Fig. 1: run 1, signal wires on met1
Scale: 1.5 px per micron.
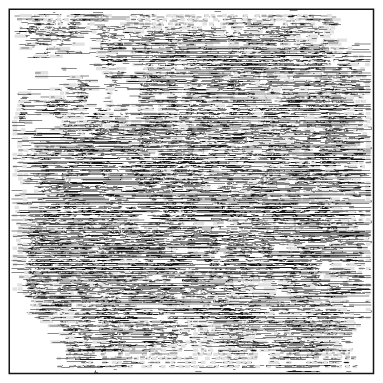
Fig. 2: run 1, met2 routing
Scale: 2 px per micron.
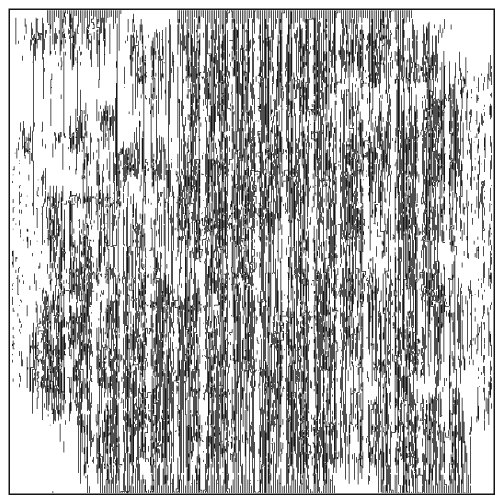
Fig. 3: run 1, the metal 3 layer
Scale: 1 px per micron.
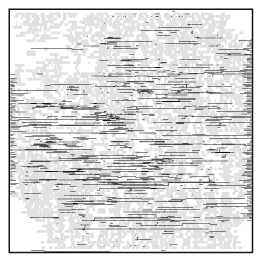
--- config.mk ---
export PLATFORM = sky130hd
export DESIGN_NAME = layer_seq
export DESIGN_NICKNAME = d
export VERILOG_FILES = /design/src/rtl/layer_seq_pkg.sv /design/src/rtl/layer_seq_buf.sv /design/src/rtl/layer_seq.sv
export SDC_FILE = /design/constraint.sdc
export NUM_CORES = 1
export LEC_CHECK = 0
export CORE_UTILIZATION = 43
export DETAILED_ROUTE_END_ITERATION = 8
export GPL_TIMING_DRIVEN = 0
export PLACE_DENSITY = 0.73
export SLEW_MARGIN = 5
export SYNTH_ARGS = -nofsm -noshare
export SYNTH_HDL_FRONTEND = slang
export SYNTH_HIERARCHICAL = 1
export SYNTH_SLANG_ARGS = --single-unit
--- constraint.sdc ---
create_clock -name clk -period 3.3 [get_ports clk]
set_input_delay 0.825 -clock clk [delete_from_list [all_inputs] [get_ports clk]]
set_output_delay 0.825 -clock clk [all_outputs]
set_load 0.02 [all_outputs]
--- src/rtl/layer_seq_pkg.sv ---
// Shared types and width helpers for the layer sequencer.
package layer_seq_pkg;

    typedef enum logic [1:0] {
        FEED  = 2'd0,
        WAIT  = 2'd1,
        DRAIN = 2'd2
    } state_t;

    // Counter width that can hold 0..n
    function automatic int cnt_w(input int n);
        return $clog2(n + 1);
    endfunction

    // Index width for 0..n-1, never narrower than one bit
    function automatic int idx_w(input int n);
        return (n > 1) ? $clog2(n) : 1;
    endfunction

endpackage

--- src/rtl/layer_seq_buf.sv ---
// Per-neuron result capture registers with captured mask and completion detect.
module layer_seq_buf
    import layer_seq_pkg::*;
#(
    parameter int NUM_NEURON = 30,
    parameter int DATA_WIDTH = 16,
    parameter int IW         = cnt_w(NUM_NEURON)
) (
    input  logic                             clk,
    input  logic                             rst,
    input  logic                             cap_en,
    input  logic                             clr,
    input  logic [NUM_NEURON*DATA_WIDTH-1:0] n_out,
    input  logic [NUM_NEURON-1:0]            n_outvalid,
    input  logic [IW-1:0]                    rd_idx,
    output logic [DATA_WIDTH-1:0]            rd_data,
    output logic                             dup,
    output logic                             all_next
);

    logic [NUM_NEURON-1:0][DATA_WIDTH-1:0] mem;
    logic [NUM_NEURON-1:0]                 mask;
    logic [NUM_NEURON-1:0]                 hit;

    assign hit      = cap_en ? n_outvalid : '0;
    assign dup      = |(hit & mask);
    assign all_next = &(mask | hit);

    always_ff @(posedge clk or posedge rst) begin
        if (rst)
            mask <= '0;
        else if (clr)
            mask <= '0;
        else
            mask <= mask | hit;
    end

    // Contents are don't-care after reset, so no reset on the data array
    always_ff @(posedge clk) begin
        for (int k = 0; k < NUM_NEURON; k++)
            if (hit[k])
                mem[k] <= n_out[k*DATA_WIDTH +: DATA_WIDTH];
    end

    // Forward a same-cycle capture so the first drain element can load on the WAIT exit edge
    always_comb begin
        rd_data = '0;
        for (int k = 0; k < NUM_NEURON; k++)
            if (rd_idx == IW'(k))
                rd_data = hit[k] ? n_out[k*DATA_WIDTH +: DATA_WIDTH] : mem[k];
    end

endmodule

--- src/rtl/layer_seq.sv ---
// Fully-connected layer sequencer: broadcast input vector, collect neuron results, serialize them.
// Optional running argmax over drained results under LAYER_SEQ_ARGMAX_EN.
module layer_seq
    import layer_seq_pkg::*;
#(
    parameter int NUM_NEURON = 30,
    parameter int NUM_INPUT  = 784,
    parameter int DATA_WIDTH = 16
) (
    input  logic                             clk,
    input  logic                             rst,
    input  logic [DATA_WIDTH-1:0]            in_data,
    input  logic                             in_valid,
    output logic                             in_ready,
    output logic [DATA_WIDTH-1:0]            n_input,
    output logic                             n_input_valid,
    input  logic [NUM_NEURON*DATA_WIDTH-1:0] n_out,
    input  logic [NUM_NEURON-1:0]            n_outvalid,
    output logic [DATA_WIDTH-1:0]            out_data,
    output logic                             out_valid,
    input  logic                             out_ready,
    output logic                             busy,
`ifdef LAYER_SEQ_ARGMAX_EN
    output logic [idx_w(NUM_NEURON)-1:0]     argmax_idx,
    output logic                             argmax_valid,
`endif
    output logic                             err
);

    localparam int CW = cnt_w(NUM_INPUT);
    localparam int OW = cnt_w(NUM_NEURON);

    state_t          state, state_nx;
    logic [CW-1:0]   in_cnt;
    logic [OW-1:0]   out_idx, rd_idx;
    logic [DATA_WIDTH-1:0] rd_data;
    logic            accept, last_in, xfer, last_out, dup, all_next, to_drain;

    assign accept   = in_valid & in_ready;
    assign last_in  = accept && (in_cnt == CW'(NUM_INPUT - 1));
    assign xfer     = out_valid & out_ready;
    assign last_out = xfer && (out_idx == OW'(NUM_NEURON - 1));
    assign to_drain = (state == WAIT) && all_next;
    // Prefetch the element after the one being transferred; index 0 when entering DRAIN
    assign rd_idx   = (state == DRAIN) ? out_idx + OW'(1) : '0;

    layer_seq_buf #(
        .NUM_NEURON (NUM_NEURON),
        .DATA_WIDTH (DATA_WIDTH),
        .IW         (OW)
    ) u_buf (
        .clk        (clk),
        .rst        (rst),
        .cap_en     (state == WAIT),
        .clr        (last_out),
        .n_out      (n_out),
        .n_outvalid (n_outvalid),
        .rd_idx     (rd_idx),
        .rd_data    (rd_data),
        .dup        (dup),
        .all_next   (all_next)
    );

    always_ff @(posedge clk or posedge rst) begin
        if (rst)
            state <= FEED;
        else
            state <= state_nx;
    end

    always_comb begin
        state_nx = state;
        in_ready = 1'b0;
        busy     = 1'b0;
        case (state)
            FEED: begin
                in_ready = 1'b1;
                if (last_in) state_nx = WAIT;
            end
            WAIT: begin
                busy = 1'b1;
                if (all_next) state_nx = DRAIN;
            end
            DRAIN: begin
                busy = 1'b1;
                if (last_out) state_nx = FEED;
            end
            default: state_nx = FEED;
        endcase
    end

    always_ff @(posedge clk or posedge rst) begin
        if (rst) begin
            in_cnt        <= '0;
            out_idx       <= '0;
            n_input       <= '0;
            n_input_valid <= 1'b0;
            out_valid     <= 1'b0;
            out_data      <= '0;
            err           <= 1'b0;
        end else begin
            n_input_valid <= accept;
            if (accept) begin
                n_input <= in_data;
                in_cnt  <= last_in ? '0 : in_cnt + CW'(1);
            end
            if (to_drain) begin
                out_valid <= 1'b1;
                out_idx   <= '0;
                out_data  <= rd_data;
            end
            if (xfer) begin
                if (last_out) begin
                    out_valid <= 1'b0;
                    out_idx   <= '0;
                end else begin
                    out_idx  <= out_idx + OW'(1);
                    out_data <= rd_data;
                end
            end
            if (((state != WAIT) && (|n_outvalid)) || dup)
                err <= 1'b1;
        end
    end

`ifdef LAYER_SEQ_ARGMAX_EN
    localparam int AW = idx_w(NUM_NEURON);

    logic [DATA_WIDTH-1:0] max_val;
    logic [AW-1:0]         max_idx;
    logic                  take;

    // Strict greater-than keeps the lower index on ties
    assign take = (out_idx == '0) || ($signed(out_data) > $signed(max_val));

    always_ff @(posedge clk or posedge rst) begin
        if (rst) begin
            max_val      <= '0;
            max_idx      <= '0;
            argmax_idx   <= '0;
            argmax_valid <= 1'b0;
        end else begin
            argmax_valid <= 1'b0;
            if (xfer) begin
                if (take) begin
                    max_val <= out_data;
                    max_idx <= AW'(out_idx);
                end
                if (last_out) begin
                    argmax_valid <= 1'b1;
                    argmax_idx   <= take ? AW'(out_idx) : max_idx;
                end
            end
        end
    end
`endif

endmodule

==> Slide: Implementation Results, run 1 <==
Physical Implementation Snapshot

Yosys
  • Synth Register Bits: 562
  • Synthesized area: 24,700 sq um
  • Aoi share: 0.186
  • Sequential fraction of the synthesis area: 0.472
  • Syn Nets: 2,926
  • Mean Syn Cell Area: 10.4 sq um
  • Yosys cell types: 82
  • EDFF count, synth: 0
  • Post-Syn Instances: 2,388

Outcome
  • Failing checks: setup timing
  • Status: finished with violations

Power
  • Clk pwr: 7110 uW
  • Clock network fraction of total power: 0.474
  • Int Power: 11,600 uW
  • Design Power: 15,000 uW
  • Pwr Density: 416 nW/um^2
  • VDD IR max: 0.000437 V
  • Comb pwr share: 0.067

Timing
  • Final hold vios: 0
  • Fmax: 0.279 GHz
  • Endpoints failing setup: 10
  • Worst slew margin: 0.234
  • Worst Slack Setup Final: -281 ps
  • Final period util: 1.09

Cells and area
  • Gate Area: 13,600 sq um
  • Max FFs per register: 480
  • Post-route cell area: 36,100 sq um
  • Area delta synth->final: 45.9%
  • Antenna diodes: 21
  • Repair and plain buffers: 779
  • FILL cells: 4,562
  • Non-filler instance count after layout: 3,895
  • Share of layout cells above drive strength 1: 0.259
  • CLK BUF: 90

Place
  • Hpwl dp: 86,700 microns

Worst hold path
  • Hold path endpoint: u_buf/mem[148]
  • Worst Hold Class: reg -> reg

Setup path
  • Worst R2R End: out_data[13]
  • R2r startpoint: state[0]
  • CP top delay family: AND-OR/OR-AND gates
  • Critical Path Stages: 12
  • Crit path capture: out_data[13]
  • Crit Path Max Fanout: 10
  • CP startpoint kind: flip-flop

Clocking
  • H-Tree Depth: 2
  • Inserted Clock Buffers: 60
  • Post-CTS resize count: 373
  • Clock Sinks: 562
  • Post-CTS Setup Repair Bufs: 33

Global routing
  • Vias in the first global route: 23,300
  • Top Usage Layer GRT: met2
  • Largest net degree at the start of global routing: 34
  • Global routing usage on met2: 0.592
  • Grt total ovfl: 0

Job
  • # Max-Cap Violations: 0

Floorplan
  • Die height: 242 microns
  • Init Core Util: 0.437

Route
  • Initial DRC count: 2,303
  • Max layer used: met5
  • Residual DRC: 0
  • WL met3: 9710 microns
Back to the opening pictures, Fig. 1:
main direction: horizontal
nets with wire on the layer: 3,363
longest straight run: 99.4 microns
wire length on this layer: 44.5 mm
share of all routed wire: 40%

Back to the opening pictures, Fig. 2:
share of all routed wire: 46%
main direction: vertical
nets with wire on the layer: 3,344

Back to the opening pictures, Fig. 3:
wire length on this layer: 9,710 microns
main direction: horizontal
share of all routed wire: 8.6%
longest straight run: 134 microns
nets with wire on the layer: 655
final WL: 112,000 microns
routed vias: 23,600
met3 Use GR: 0.0674

Fig. 4: run 1, track usage over the die
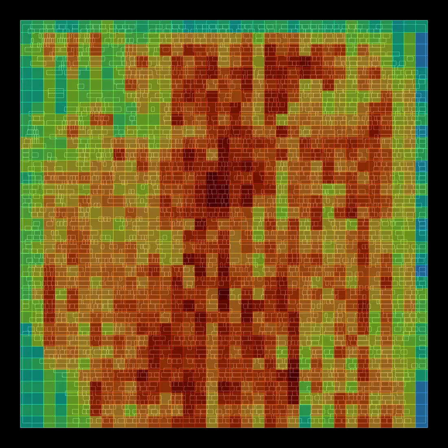

## Run 2: what changed since run 1
ABC_AREA = 1   (was not set)
PLACE_DENSITY = 0.74   (was 0.73)
Fig. 5: run 2, track usage over the die
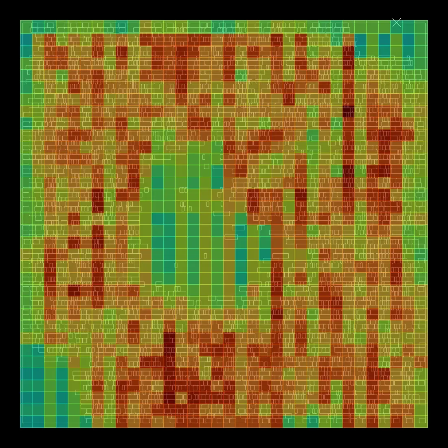
met3 Use GR: 0.0484
Total GRT Usage: 0.312
DR WL/cell: 18.8 microns
global routing usage on met2: 0.530

==> run 2 against run 1 <==
  * The run ends with DRC, setup timing left
  * Sequential share of layout area is 1.9 points higher
  * Worst hold slack worse by 11 ps
  * Wire length is 20% lower
  * Worst setup slack worse by 820 ps
  * Global-route usage is 5.6 points lower
  * Register-to-register slack worse by 820 ps
  * Cell count is 22% higher
  * Clock-buffer cell count is 6 higher
  * Combinational power went up to 13 times the previous value
  * Via count is 1.6% higher
  * Clock power is 3.9% lower
  * Largest cell class is now registers
  * Largest power group is now combinational cells
==> Slide: Implementation Results, run 2 <==
Physical Implementation Snapshot

Setup path
  • Worst R2R End: out_data[11]
  • Worst path slowest cell: dfrtp_2
  • CP top delay family: simple AND/OR/NAND/NOR gates
  • CP startpoint kind: flip-flop
  • Crit Path Max Fanout: 5
  • Crit path DRT: 3800 ps
  • Crit path capture: out_data[11]
  • Critical Path Stages: 27
  • R2r startpoint: out_idx[0]

Timing
  • Final hold vios: 0
  • Final period util: 1.33
  • Worst Slack Setup Final: -1100 ps
  • Worst Max-Slew Pin Slew: 1220 ps
  • Endpoints failing setup: 18
  • Fmax: 0.227 GHz
  • Worst slew margin: 0.181
  • Min Clock Period, post-route: 4400 ps

Cells and area
  • FILL cells: 4,675
  • Commonest Layout Cell: nand2_1
  • Max FFs per register: 480
  • CLK BUF: 96
  • Share of layout cells above drive strength 1: 0.146
  • Largest reg by FF count: u_buf/mem
  • Layout Utilization: 0.633
  • Non-filler instance count after layout: 4,764
  • Gate Area: 11,200 sq um
  • Antenna diodes: 10
  • Repair and plain buffers: 766
  • Post-route cell area: 34,100 sq um
  • Area delta synth->final: 45.4%

Clocking
  • Inserted Clock Buffers: 58
  • Clock Sinks: 562
  • CTS tree: built
  • Post-CTS resize count: 255
  • Post-CTS Setup Repair Bufs: 60
  • H-Tree Depth: 2

Yosys
  • Dominant register cell: dfxtp_1
  • Sequential fraction of the synthesis area: 0.498
  • Logic family by area: simple AND/OR/NAND/NOR gates
  • Post-Syn Instances: 3,295
  • Mean Syn Cell Area: 7.11 sq um
  • Mux area share: 0.0111
  • Aoi share: 0.0468
  • Synthesized area: 23,400 sq um
  • EDFF count, synth: 0
  • Synth Register Bits: 562
  • Yosys cell types: 41
  • Syn Nets: 3,833

Route
  • Max layer used: met5
  • Vias per inst: 5.04
  • Routed vias: 24,000
  • WL met3: 6900 microns
  • Initial DRC count: 1,985
  • Final WL: 89,500 microns
  • Residual DRC: 2

Floorplan
  • Die height: 235 microns
  • Init Core Util: 0.435

Power
  • Clk pwr: 6830 uW
  • Design Power: 31,100 uW
  • Comb pwr share: 0.429
  • VDD IR max: 0.000474 V
  • Int Power: 19,200 uW
  • Clock network fraction of total power: 0.220
  • P_sw: 11,800 uW
  • Pleak: 0.0159 uW
  • Sequential share of power: 0.351
  • Pwr Density: 913 nW/um^2

Worst hold path
  • Worst Hold Class: reg -> reg
  • Hold path endpoint: u_buf/mem[27]

Place
  • Hpwl dp: 67,700 microns
  • Routability congestion estimate: 0.930

Outcome
  • Status: finished with violations
  • Failing checks: DRC, setup timing

Job
  • # Max-Cap Violations: 0

Global routing
  • Vias in the first global route: 22,600
  • Top Usage Layer GRT: met2
  • Largest net degree at the start of global routing: 31
  • Grt total ovfl: 0
Power is estimated from default activity; no workload was simulated.
